==> src/rtl/pipe_ctrl_pkg.sv <==
`default_nettype none
// ============================================================================
// Module      : pipe_ctrl_pkg
// Description : Shared types and default parameter constants for the
//               multi-stage pipeline stall/flush controller.
// Revision    : 1.0 - initial release
// ============================================================================
package pipe_ctrl_pkg;

    // Reason the pipeline is held or cleared in the current cycle
    typedef enum logic [2:0] {
        CAUSE_NONE     = 3'd0,
        CAUSE_FLUSH    = 3'd1,
        CAUSE_ICACHE   = 3'd2,
        CAUSE_MEM      = 3'd3,
        CAUSE_EX       = 3'd4,
        CAUSE_CP0      = 3'd5,
        CAUSE_LOAD_USE = 3'd6
    } stall_cause_e;

    // Default parameter values
    localparam int c_NUM_STAGES_DEF = 5;
    localparam int c_ID_EX_IDX_DEF  = 2;
    localparam int c_NUM_SRC_DEF    = 4;
    localparam int c_REG_W_DEF      = 5;
    localparam int c_WDOG_W_DEF     = 10;
    localparam int c_CNT_W_DEF      = 64;

    // First and last stall cause that owns a performance counter
    localparam int c_CAUSE_FIRST = 1;
    localparam int c_CAUSE_LAST  = 6;

endpackage : pipe_ctrl_pkg
`default_nettype wire

==> src/rtl/pipe_ctrl_multi_hazard_cmp.sv <==
`default_nettype none
// ============================================================================
// Module      : pipe_hazard_cmp
// Description : NUM_SRC-way destination compare. Flags a hit when the check
//               is enabled, the destination is not register 0, and any valid
//               source slot names the destination. Purely combinational so it
//               can be shared with the slave-issue checker.
// Revision    : 1.0 - initial release
// ============================================================================
module pipe_hazard_cmp #(
    parameter int NUM_SRC = 4,
    parameter int REG_W   = 5
) (
    input  logic                     i_chk_en,
    input  logic [REG_W-1:0]         i_dest,
    input  logic [NUM_SRC*REG_W-1:0] i_src,
    input  logic [NUM_SRC-1:0]       i_src_valid,
    output logic                     o_hit
);

    logic [NUM_SRC-1:0] w_match;

    // Per-slot equality against the producing destination
    generate
        for (genvar k = 0; k < NUM_SRC; k++) begin : g_slot
            assign w_match[k] = i_src_valid[k] && (i_src[k*REG_W +: REG_W] == i_dest);
        end
    endgenerate

    // Register 0 is hard-wired zero and never creates a dependency
    assign o_hit = i_chk_en && (i_dest != '0) && (|w_match);

endmodule : pipe_hazard_cmp
`default_nettype wire

==> src/rtl/pipe_ctrl_multi.sv <==
`default_nettype none
// ============================================================================
// Module      : pipe_ctrl_multi
// Description : Priority stall/flush controller for an N-stage in-order
//               dual-issue pipeline. Produces per-register enable and flush
//               vectors, defers exception flushes across icache/memory
//               stalls, and runs a sticky stall watchdog.
//               Optional feature macro: PIPE_CTRL_PERF_CNT_EN adds a
//               per-cause performance counter bank (i_perf_sel/o_perf_data).
// Revision    : 1.0 - initial release
// ============================================================================
module pipe_ctrl_multi
    import pipe_ctrl_pkg::*;
#(
    parameter int NUM_STAGES = c_NUM_STAGES_DEF,
    parameter int ID_EX_IDX  = c_ID_EX_IDX_DEF,
    parameter int NUM_SRC    = c_NUM_SRC_DEF,
    parameter int REG_W      = c_REG_W_DEF,
    parameter int WDOG_W     = c_WDOG_W_DEF,
    parameter int CNT_W      = c_CNT_W_DEF
) (
    input  logic                     clk,
    input  logic                     rst_n,
    input  logic                     i_icache_stall,
    input  logic                     i_ex_stall,
    input  logic                     i_mem_stall,
    input  logic                     i_exp_detect,
    input  logic                     i_id_branch_taken,
    input  logic                     i_fifo_full,
    input  logic                     i_id_ex_is_load,
    input  logic                     i_id_ex_is_mfc0,
    input  logic                     i_ex_mem_cp0_wen,
    input  logic [REG_W-1:0]         i_id_ex_wb_dest,
    input  logic [NUM_SRC*REG_W-1:0] i_id_src,
    input  logic [NUM_SRC-1:0]       i_id_src_valid,
`ifdef PIPE_CTRL_PERF_CNT_EN
    input  logic [2:0]               i_perf_sel,
    output logic [CNT_W-1:0]         o_perf_data,
`endif
    output logic [NUM_STAGES-1:0]    o_en,
    output logic [NUM_STAGES-1:0]    o_flush,
    output stall_cause_e             o_stall_cause,
    output logic                     o_stall_timeout
);

    logic                  r_flush_pending;
    logic [WDOG_W-1:0]     r_wdog;
    logic                  r_stall_timeout;

    logic                  w_load_use;
    logic [NUM_STAGES-1:0] w_en;
    logic [NUM_STAGES-1:0] w_en_final;
    logic [NUM_STAGES-1:0] w_flush;
    stall_cause_e          w_cause;
    logic                  w_set_pend;
    logic                  w_clr_pend;
    logic [WDOG_W-1:0]     w_wdog_nxt;

    pipe_hazard_cmp #(
        .NUM_SRC (NUM_SRC),
        .REG_W   (REG_W)
    ) u_hazard_cmp (
        .i_chk_en    (i_id_ex_is_load),
        .i_dest      (i_id_ex_wb_dest),
        .i_src       (i_id_src),
        .i_src_valid (i_id_src_valid),
        .o_hit       (w_load_use)
    );

    // Priority selection of enables, flushes and stall cause; first match wins
    always_comb begin
        w_en       = '1;
        w_flush    = '0;
        w_cause    = CAUSE_NONE;
        w_set_pend = 1'b0;
        w_clr_pend = 1'b0;
        if ((i_exp_detect || r_flush_pending) && !i_icache_stall && !i_mem_stall) begin
            // Clear every interior register; PC and writeback keep running
            for (int i = 1; i < NUM_STAGES-1; i++) begin
                w_flush[i] = 1'b1;
            end
            w_clr_pend = 1'b1;
            w_cause    = CAUSE_FLUSH;
        end else if (i_icache_stall && (i_mem_stall || i_exp_detect)) begin
            w_en       = '0;
            w_set_pend = i_exp_detect;
            w_cause    = CAUSE_ICACHE;
        end else if (i_icache_stall) begin
            // Only writeback drains while fetch is waiting
            w_en             = '0;
            w_en[NUM_STAGES-1] = 1'b1;
            w_cause          = CAUSE_ICACHE;
        end else if (i_mem_stall) begin
            // PC may advance unless a taken branch would be lost
            w_en       = '0;
            w_en[0]    = !i_id_branch_taken;
            w_set_pend = i_exp_detect;
            w_cause    = CAUSE_MEM;
        end else if (i_ex_stall) begin
            w_en               = '0;
            w_en[0]            = 1'b1;
            w_en[NUM_STAGES-1] = 1'b1;
            w_cause            = CAUSE_EX;
        end else if ((i_id_ex_is_mfc0 && i_ex_mem_cp0_wen) || w_load_use) begin
            // Hold front end through ID/EX and push a bubble into the next register
            for (int i = 1; i <= ID_EX_IDX; i++) begin
                w_en[i] = 1'b0;
            end
            w_flush[ID_EX_IDX+1] = 1'b1;
            w_cause = (i_id_ex_is_mfc0 && i_ex_mem_cp0_wen) ? CAUSE_CP0 : CAUSE_LOAD_USE;
        end
    end

    // A full fetch queue always blocks the PC register
    assign w_en_final = {w_en[NUM_STAGES-1:1], w_en[0] & ~i_fifo_full};

    // Watchdog counts cycles in which writeback is frozen, saturating at all-ones
    always_comb begin
        w_wdog_nxt = '0;
        if (!w_en_final[NUM_STAGES-1]) begin
            w_wdog_nxt = (r_wdog == '1) ? r_wdog : r_wdog + 1'b1;
        end
    end

    // Deferred-flush flag (set-dominant), watchdog counter and sticky timeout
    always_ff @(posedge clk or negedge rst_n) begin
        if (!rst_n) begin
            r_flush_pending <= 1'b0;
            r_wdog          <= '0;
            r_stall_timeout <= 1'b0;
        end else begin
            if (w_set_pend) begin
                r_flush_pending <= 1'b1;
            end else if (w_clr_pend) begin
                r_flush_pending <= 1'b0;
            end
            r_wdog <= w_wdog_nxt;
            if (w_wdog_nxt == '1) begin
                r_stall_timeout <= 1'b1;
            end
        end
    end

    assign o_en            = w_en_final;
    assign o_flush         = w_flush;
    assign o_stall_cause   = w_cause;
    assign o_stall_timeout = r_stall_timeout;

`ifdef PIPE_CTRL_PERF_CNT_EN
    logic [CNT_W-1:0] r_perf_cnt [c_CAUSE_FIRST:c_CAUSE_LAST];

    // One wrapping counter per non-idle stall cause
    always_ff @(posedge clk or negedge rst_n) begin
        if (!rst_n) begin
            for (int c = c_CAUSE_FIRST; c <= c_CAUSE_LAST; c++) begin
                r_perf_cnt[c] <= '0;
            end
        end else begin
            for (int c = c_CAUSE_FIRST; c <= c_CAUSE_LAST; c++) begin
                if (w_cause == stall_cause_e'(3'(c))) begin
                    r_perf_cnt[c] <= r_perf_cnt[c] + 1'b1;
                end
            end
        end
    end

    // Counter readback; NONE and unused codes read as zero
    always_comb begin
        o_perf_data = '0;
        for (int c = c_CAUSE_FIRST; c <= c_CAUSE_LAST; c++) begin
            if (i_perf_sel == 3'(c)) begin
                o_perf_data = r_perf_cnt[c];
            end
        end
    end
`endif

endmodule : pipe_ctrl_multi
`default_nettype wire

==> config.mk <==
export PLATFORM = sky130hd
export DESIGN_NAME = pipe_ctrl_multi
export DESIGN_NICKNAME = d
export VERILOG_FILES = /design/src/rtl/pipe_ctrl_pkg.sv /design/src/rtl/pipe_ctrl_multi_hazard_cmp.sv /design/src/rtl/pipe_ctrl_multi.sv
export SDC_FILE = /design/constraint.sdc
export NUM_CORES = 1
export LEC_CHECK = 0
export ABC_AREA = 1
export CORE_MARGIN = 2
export CORE_UTILIZATION = 40
export CTS_BUF_LIST = sky130_fd_sc_hd__clkbuf_4
export CTS_CLUSTER_DIAMETER = 40
export DETAILED_ROUTE_END_ITERATION = 8
export PLACE_DENSITY = 0.79
export SKIP_LAST_GASP = 1
export SYNTH_ARGS = -nofsm -noshare
export SYNTH_HDL_FRONTEND = slang
export SYNTH_SLANG_ARGS = --single-unit
==> constraint.sdc <==
create_clock -name clk -period 1.7 [get_ports clk]
set_clock_uncertainty 0.2 [all_clocks]
set_input_delay 0.34 -clock clk [delete_from_list [all_inputs] [get_ports clk]]
set_output_delay 0.34 -clock clk [all_outputs]
set_load 0.005 [all_outputs]
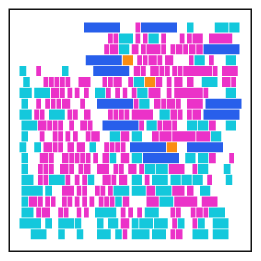
Run 1: cells coloured by class
(4 px per micron)
legend:
  orange:
    class: clock drivers
    cells: 3
  cyan:
    class: remaining buffers and delay cells
    cells: 88
  blue:
    class: sequential cells
    cells: 12
  magenta:
    class: combinational and other logic
    cells: 208
number of core rows: 20
share of the final layout cell area in sequential cells: 14.18%
final instance area: 0.002118 sq mm
total core area: 0.003028 sq mm

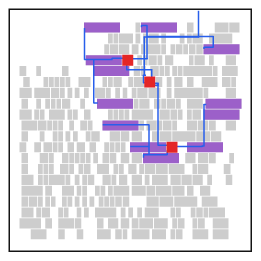
Run 1: routed clock nets over the placement
(4 px per micron)
legend:
  purple:
    item: flip-flops
    count: 12
  red:
    item: clock drivers
    count: 3
  blue:
    item: clock wires
    length: 185 microns
routed clock nets: 4
share of power burned in the clock network: 20.5%
clock network power consumption: 0.176 mW
insertion delay at the late pin of the worst-skew pair: 270 ps

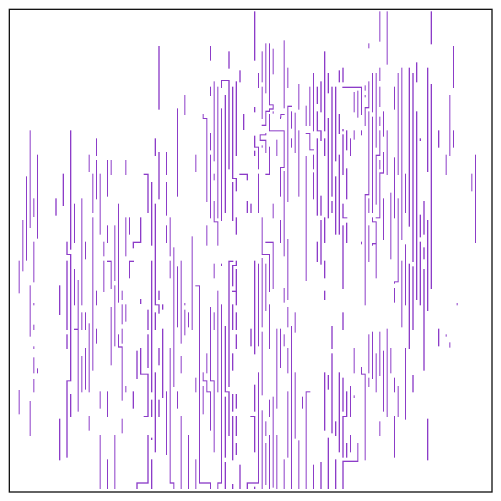
Run 1: metal 2
(8 px per micron)
nets with wire on the layer: 291
main direction: vertical
overall via count from detail_route: 1666
met2 global-route usage: 43.17%
Post-Route WL: 3856 microns

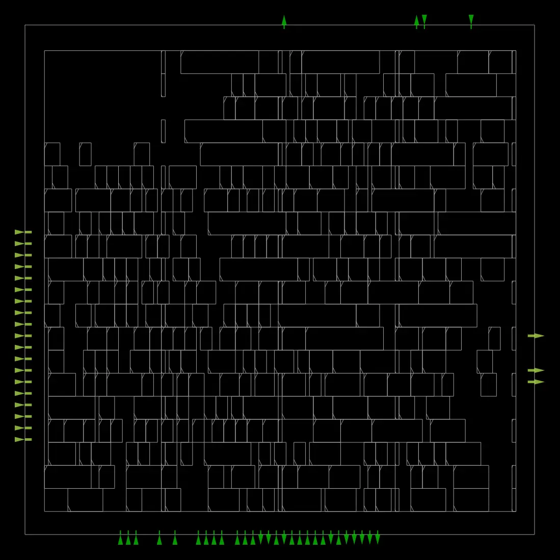
Run 1: placed standard cells
Seq cells: 12
non-filler cells in the finished layout: 355
tap cell instance count: 44
core occupancy in the finished layout: 69.96%

==> notes.md, run 1 <==
* **status** finished with violations
* **violations in the final reports** setup timing
* **startpoint kind of the worst setup timing path** input port
* **cts bufs inserted** 3
* **Worst Setup Slack, final** -317.7 ps
* **post-DP HPWL** 2938 microns
* **detailed-route vias per instance** 4.693
* **Routed met2 length** 2037 microns
* **switching power** 0.2845 mW
* **most instantiated logic cell after routing** nand2_1
* **clock tree from TritonCTS** done
* **flip-flop count of the largest register, all copies and words added** 10
* **Final Setup Violations** 8
* **maximum clock insertion buffer count** 2
* **most prevalent standard cell on the critical path** nand2_2
* **main power-consuming group** combinational cells
* **EDFF count, synth** 0
* **ant diodes** 0
* **Setup TNS** -1820 ps
* **Cell Type Count** 25
* **multi-input gate share of total cell area** 41.88%
* **initial DRC count** 58
* **post-route fraction of the period consumed by the critical path** 118.7%
* **power drawn by the sequential cells** 0.318 mW
* **cell depth of the worst flop-to-flop path** 11
==> inputs of run 2 (changes only) <==
--- a/config.mk
+++ b/config.mk
@@ -7,11 +7,12 @@
 export LEC_CHECK = 0
 export ABC_AREA = 1
 export CORE_MARGIN = 2
-export CORE_UTILIZATION = 40
-export CTS_BUF_LIST = sky130_fd_sc_hd__clkbuf_4
+export CORE_UTILIZATION = 38
+export CTS_BUF_LIST = sky130_fd_sc_hd__clkbuf_16
 export CTS_CLUSTER_DIAMETER = 40
 export DETAILED_ROUTE_END_ITERATION = 8
-export PLACE_DENSITY = 0.79
+export PLACE_DENSITY = 0.76
+export SKIP_CTS_REPAIR_TIMING = 1
 export SKIP_LAST_GASP = 1
 export SYNTH_ARGS = -nofsm -noshare
 export SYNTH_HDL_FRONTEND = slang
==> run 2 against run 1 <==
Net effect: the flow still finishes with violations (setup timing); worst setup slack better by 4.4 ps; synthesized cell count stayed put; sequential power is 1% higher; die area is 4.9% higher; routed wire length is 9.6% higher; critical path depth is 2 lower; first-iteration DRC count is 52% higher.
==> notes.md, run 2 <==
* **status** finished with violations, unchanged
* **violations in the final reports** setup timing, unchanged
* **max-slew violation total from the final report** 0, unchanged
* **maximum clock insertion buffer count** 2, unchanged
* **most prevalent standard cell on the critical path** nand2_1, was nand2_2
* **met2 global-route usage** 35.79%, was 43.17%
* **number of top-level design ports** 54, unchanged
* **startpoint kind of the worst setup timing path** input port, unchanged
* **overall via count from detail_route** 1716, was 1666
* **cts bufs inserted** 3, unchanged
* **switching power** 0.3164 mW, was 0.2845 mW
* **ant diodes** 0, unchanged
* **Worst Setup Slack, final** -313.3 ps, was -317.7 ps
* **cell depth of the worst flop-to-flop path** 10, was 11
* **Final Setup Violations** 8, unchanged
* **final instance area** 0.002313 sq mm, was 0.002118 sq mm
* **post-DP HPWL** 2881 microns, was 2938 microns
* **Post-Route WL** 4228 microns, was 3856 microns
* **non-filler cells in the finished layout** 354, was 355
* **flip-flop count of the largest register, all copies and words added** 10, unchanged
* **multi-input gate share of total cell area** 38.40%, was 41.88%
* **most instantiated logic cell after routing** nand2_1, unchanged
* **number of core rows** 20, unchanged
* **Wirelength per Cell** 11.94 microns, was 10.86 microns
* **detailed-route vias per instance** 4.847, was 4.693
* **insertion delay at the late pin of the worst-skew pair** 240 ps, was 270 ps
* **cell-by-cell listing of the critical path** buf_6 -> xor2_1 -> nor2_2 -> nand3_1 -> nand2_1 -> o21ai_2 -> buf_4 -> nand2_2 -> nand2_1 -> nor2_1 -> buf_2, was buf_8 -> buf_6 -> nand2_2 -> nand2_2 -> nor2_2 -> nand3_1 -> nand2_1 -> o21ai_2 -> buf_4 -> nand2_2 -> nand2_1 -> nor2_1 -> buf_2
* **largest contributor to cell area by class** combinational gates, unchanged
* **initial DRC count** 88, was 58
* **Seq cells** 12, unchanged
* **fraction of registers with async set/reset** 100.0%, unchanged
* **Yosys warnings** 0, unchanged
* **clock tree from TritonCTS** done, unchanged
* **Setup TNS** -1398 ps, was -1820 ps
* **tap cell instance count** 44, unchanged
* **Cell Type Count** 25, unchanged
* **EDFF count, synth** 0, unchanged
* **Routed met2 length** 2326 microns, was 2037 microns
* **basic-gate share of the synthesized area counting and, or, nand and nor cells** 49.21%, unchanged
* **Most flops, register** r_wdog, unchanged
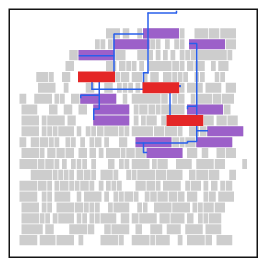
Run 2: routed clock nets over the placement
(4 px per micron)
legend:
  blue:
    item: clock wires
    length: 163 microns
  purple:
    item: flip-flops
    count: 12
  red:
    item: clock drivers
    count: 3
routed clock nets: 4
clock network power consumption: 0.418 mW
share of power burned in the clock network: 36.9%

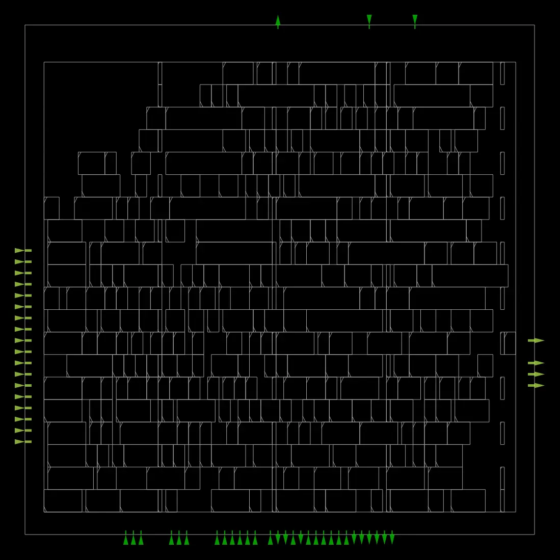
Run 2: placed standard cells
total core area: 0.003103 sq mm
core occupancy in the finished layout: 74.56%

Power is estimated from default activity; no workload was simulated.
